`config.mk`:
```
export PLATFORM = sky130hd
export DESIGN_NAME = mesh_port_arbiter_flat
export DESIGN_NICKNAME = d
export VERILOG_FILES = /design/src/rtl/mesh_port_arbiter_if.sv /design/src/rtl/mesh_port_arbiter.sv /design/src/flat_wrapper.sv
export SDC_FILE = /design/constraint.sdc
export NUM_CORES = 1
export LEC_CHECK = 0
export CAP_MARGIN = 20
export CORE_ASPECT_RATIO = 0.7
export CORE_MARGIN = 3
export CORE_UTILIZATION = 35
export DETAILED_ROUTE_END_ITERATION = 8
export GPL_TIMING_DRIVEN = 0
export PLACE_DENSITY = 0.77
export SLEW_MARGIN = 20
export SYNTH_ARGS = -nofsm -noshare
export SYNTH_HDL_FRONTEND = slang
export SYNTH_SLANG_ARGS = --single-unit
```
`constraint.sdc`:
```
create_clock -name clk -period 4.6 [get_ports clk]
set_clock_uncertainty 0.15 [all_clocks]
set_input_delay 0.92 -clock clk [delete_from_list [all_inputs] [get_ports clk]]
set_output_delay 0.92 -clock clk [all_outputs]
set_load 0.02 [all_outputs]
```
`src/rtl/mesh_port_arbiter_if.sv`:
```
// Output-port bundle for one mesh router port: requester side (req/data_in/pop_out)
// and downstream side (data_out/pndng_out/popin), plus configuration mask.
interface mesh_port_arbiter_if #(
    parameter int N_REQ   = 5,
    parameter int pckg_sz = 40,
    parameter int IDW     = $clog2(N_REQ)
);
    // Handshake: a requester offers its head packet by holding req[i]; it drops that
    // head at the rising edge where pop_out[i]=1. Downstream sees a packet while
    // pndng_out=1 and consumes it by asserting popin at a rising edge.
    logic [N_REQ-1:0]         req;
    logic [N_REQ*pckg_sz-1:0] data_in;
    logic [N_REQ-1:0]         req_mask;
    logic [N_REQ-1:0]         pop_out;
    logic [pckg_sz-1:0]       data_out;
    logic                     pndng_out;
    logic [IDW-1:0]           grant_id;
    logic                     popin;

    modport master (
        output req, data_in, req_mask, popin,
        input  pop_out, data_out, pndng_out, grant_id
    );

    modport slave (
        input  req, data_in, req_mask, popin,
        output pop_out, data_out, pndng_out, grant_id
    );
endinterface

```
`src/rtl/mesh_port_arbiter.sv`:
```
// Round-robin arbiter plus one-entry output register for a single mesh output port.
// Grants pop the winner's FIFO combinationally; the packet lands in data_out next edge.
module mesh_port_arbiter #(
    parameter int N_REQ   = 5,
    parameter int pckg_sz = 40,
    parameter int IDW     = $clog2(N_REQ)
) (
    input  logic               clk,
    input  logic               reset,
    mesh_port_arbiter_if.slave bus,
    output logic               state_dbg
);

    typedef enum logic {
        EMPTY = 1'b0,
        FULL  = 1'b1
    } state_t;

    state_t             state;
    logic               pndng_q;
    logic [pckg_sz-1:0] data_q;
    logic [IDW-1:0]     grant_id_q;
    logic [IDW-1:0]     ptr;

    logic [N_REQ-1:0]   ereq;
    logic               free;
    logic               grant;
    logic [IDW-1:0]     grant_idx;
    logic [IDW:0]       cand;
    logic [IDW-1:0]     next_ptr;
    logic [N_REQ-1:0]   pop_c;
    logic [pckg_sz-1:0] pkt [N_REQ];

    always_comb begin
        for (int i = 0; i < N_REQ; i++) begin
            pkt[i] = bus.data_in[i*pckg_sz +: pckg_sz];
        end
    end

    // Search ptr, ptr+1, ... with wrap; the first enabled requester wins.
    always_comb begin
        ereq      = bus.req & bus.req_mask;
        free      = !pndng_q || bus.popin;
        grant     = 1'b0;
        grant_idx = '0;
        cand      = '0;
        for (int k = 0; k < N_REQ; k++) begin
            cand = {1'b0, ptr} + (IDW+1)'(k);
            if (cand >= (IDW+1)'(N_REQ)) begin
                cand = cand - (IDW+1)'(N_REQ);
            end
            if (!grant && ereq[cand[IDW-1:0]]) begin
                grant     = 1'b1;
                grant_idx = cand[IDW-1:0];
            end
        end
        // Reset gating keeps FIFOs untouched while the port is held in reset.
        grant = grant && free && reset;
    end

    always_comb begin
        pop_c    = '0;
        next_ptr = '0;
        if (grant) begin
            pop_c = N_REQ'(1) << grant_idx;
        end
        if (grant_idx != IDW'(N_REQ-1)) begin
            next_ptr = grant_idx + 1'b1;
        end
    end

    always_ff @(posedge clk or negedge reset) begin
        if (!reset) begin
            state      <= EMPTY;
            pndng_q    <= 1'b0;
            data_q     <= '0;
            grant_id_q <= '0;
            ptr        <= '0;
        end else begin
            case (state)
                EMPTY: begin
                    if (grant) begin
                        state      <= FULL;
                        pndng_q    <= 1'b1;
                        data_q     <= pkt[grant_idx];
                        grant_id_q <= grant_idx;
                        ptr        <= next_ptr;
                    end
                end
                FULL: begin
                    if (grant) begin
                        data_q     <= pkt[grant_idx];
                        grant_id_q <= grant_idx;
                        ptr        <= next_ptr;
                    end else if (bus.popin) begin
                        // data_q keeps its stale value; it is meaningless while empty.
                        state   <= EMPTY;
                        pndng_q <= 1'b0;
                    end
                end
                default: begin
                    state   <= EMPTY;
                    pndng_q <= 1'b0;
                end
            endcase
        end
    end

    assign bus.pop_out   = pop_c;
    assign bus.data_out  = data_q;
    assign bus.pndng_out = pndng_q;
    assign bus.grant_id  = grant_id_q;
    assign state_dbg     = (state == FULL);

endmodule

```
`src/flat_wrapper.sv`:
```
// flat-port wrapper written by rule: the top's interface ports become plain ports
module mesh_port_arbiter_flat 
#(
    parameter int N_REQ   = 5,
    parameter int pckg_sz = 40,
    parameter int IDW     = $clog2(N_REQ)
)
  (clk, reset, state_dbg, bus_req, bus_data_in, bus_req_mask, bus_popin, bus_pop_out, bus_data_out, bus_pndng_out, bus_grant_id);
  mesh_port_arbiter_if #(.N_REQ(N_REQ), .pckg_sz(pckg_sz), .IDW(IDW)) bus_i ();
  input  logic clk;
  input  logic reset;
  output logic state_dbg;
  input wire logic [$bits(bus_i.req)-1:0] bus_req;
  input wire logic [$bits(bus_i.data_in)-1:0] bus_data_in;
  input wire logic [$bits(bus_i.req_mask)-1:0] bus_req_mask;
  input wire logic [$bits(bus_i.popin)-1:0] bus_popin;
  output wire logic [$bits(bus_i.pop_out)-1:0] bus_pop_out;
  output wire logic [$bits(bus_i.data_out)-1:0] bus_data_out;
  output wire logic [$bits(bus_i.pndng_out)-1:0] bus_pndng_out;
  output wire logic [$bits(bus_i.grant_id)-1:0] bus_grant_id;
  assign bus_i.req = bus_req;
  assign bus_i.data_in = bus_data_in;
  assign bus_i.req_mask = bus_req_mask;
  assign bus_i.popin = bus_popin;
  assign bus_pop_out = bus_i.pop_out;
  assign bus_data_out = bus_i.data_out;
  assign bus_pndng_out = bus_i.pndng_out;
  assign bus_grant_id = bus_i.grant_id;
  mesh_port_arbiter #(.N_REQ(N_REQ), .pckg_sz(pckg_sz), .IDW(IDW)) u_core (.clk(clk), .reset(reset), .bus(bus_i), .state_dbg(state_dbg));
endmodule
```
==> images/ff_map.png <==
Bar = 50 um.
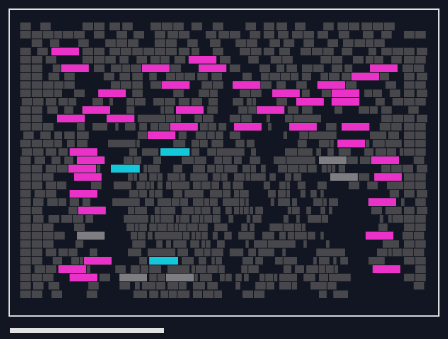
colour	name in the netlist	placed flops
magenta	u_core.bus.data_out	40
cyan	u_core.ptr	3
not coloured	5
FF/Latch Area: 0.00120 mm^2
Finished Core Util: 66.6%
Seq. pwr: 789 uW
Seq area share: 15.2%

==> images/clock_nets.png <==
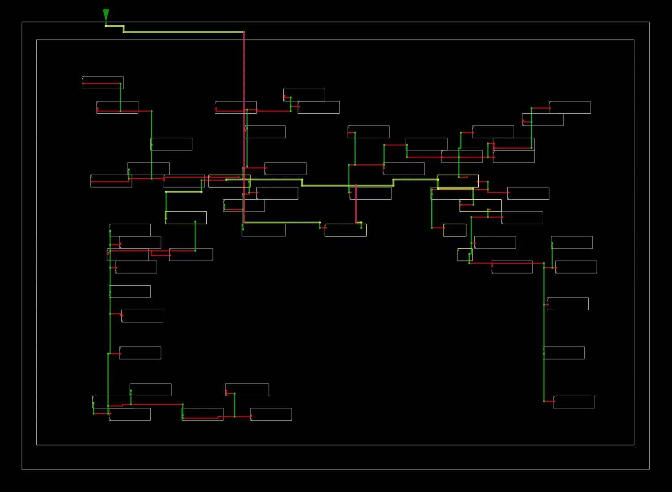
Clk. pwr: 375 uW
sequential cell count: 48
total CTS buffers: 5

==> images/layers.png <==
Bar = 50 um.
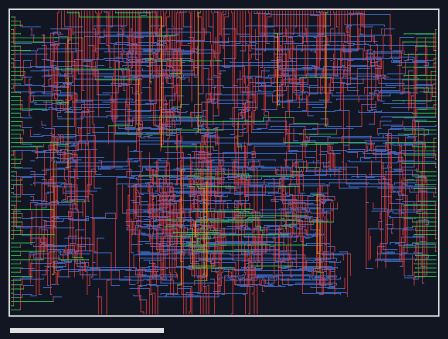
colour	layer	wire length
red	M2	8980 um
green	M3	1440 um
orange	M4	436 um
blue	M1	8010 um
vias post-DR: 5241
Routed wire per std cell: 20.5 um
All-Layer GR Usage: 26.2%
Post-Route WL: 18.9 mm

==> flow_summary.yaml <==
# generated from flow reports
logic_synthesis:
  most_common_cell: "mux2i_1"
  yosys_area_mm2: 0.00434
  ys_seq_share_pct: 27.7
  synthTopCellsByArea: "dfrtp_1, mux2i_1, o221ai_1"
  synthTopCellsByCount: "mux2i_1, dfrtp_1, a22oi_1, o221ai_1, nor2_1"
  muxShareOfSynthArea_pct: 19.2
clocking:
  clk_path_buf_depth: 2
  clock_sinks: 48
  clk_pin_slew_ns: 0.07
outcome:
  status: "finished, violations left"
  violations: "setup timing"
cells_and_area:
  sh_comb_area_pct: 39.4
  nNonClkBuffers: 334
power:
  power.density_mw_per_mm2: 963
  max-vdd-ir-drop_uv: 634
global_route:
  grt_max_degree: 52
  grt_busiest_layer: "met2"
  grt_pass1_vias: 5461
detailed_routing:
  drt_iter0_markers: 406
  wl_met2_mm: 8.98
placed_design:
  dp_hpwl_mm: 14.9
  dp_slack_ns: -1.35
  numPortBuffers: 262
worst_setup_path:
  worst_path_most_repeated_cell: "buf_6"
  endpoint_kind: "output port"
final_timing:
  setup_viol: 2
  setup_slack_ns: -0.00402
  slew_viol_final: 0
die:
  dieArea_mm2: 0.0138
==> images/sizing.png <==
Bar = 50 um.
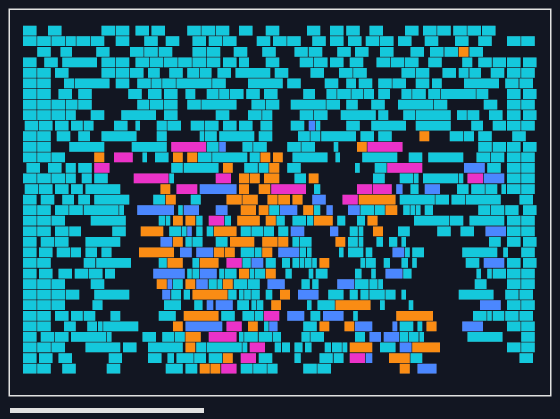
colour	size	cells
blue	x2	49
cyan	x1 and smaller	617
orange	x3 and x4	74
magenta	x6 and larger	22

==> images/port_trees.png <==
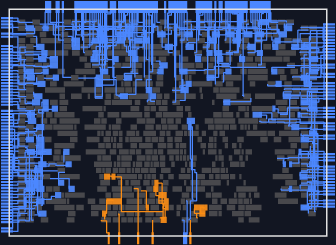
colour	port	direction	edge	end cells	buffers	wire
orange	bus_req	input	bottom	17	5	172 um
blue	bus_data_in	input	86 top, 65 left, 47 right, 2 bottom	121	200	4620 um

==> worst min-delay path by stage <==
stage                           start                endpoint  cells past startpoint
2_1_floorplan  u_core.bus.grant_id[1]  u_core.bus.grant_id[1]                      2
3_3_place_gp   u_core.bus.grant_id[1]  u_core.bus.grant_id[1]                      2
3_5_place_dp   u_core.bus.grant_id[1]  u_core.bus.grant_id[1]                      2
4_1_cts        u_core.bus.grant_id[1]  u_core.bus.grant_id[1]                      2
5_1_grt        u_core.bus.grant_id[1]  u_core.bus.grant_id[1]                      2
6_report       u_core.bus.grant_id[1]  u_core.bus.grant_id[1]                      2
==> report_power, final <==
group / internal [uW] / switching (uW) / total, uW / leakage (uW)
Clock: 215 / 160 / 375 / 0.0000729
Combinational: 3040 / 3430 / 6470 / 0.00253
Sequential: 667 / 123 / 789 / 0.000582
No activity file was given, so power comes from the tool's default toggle rates.
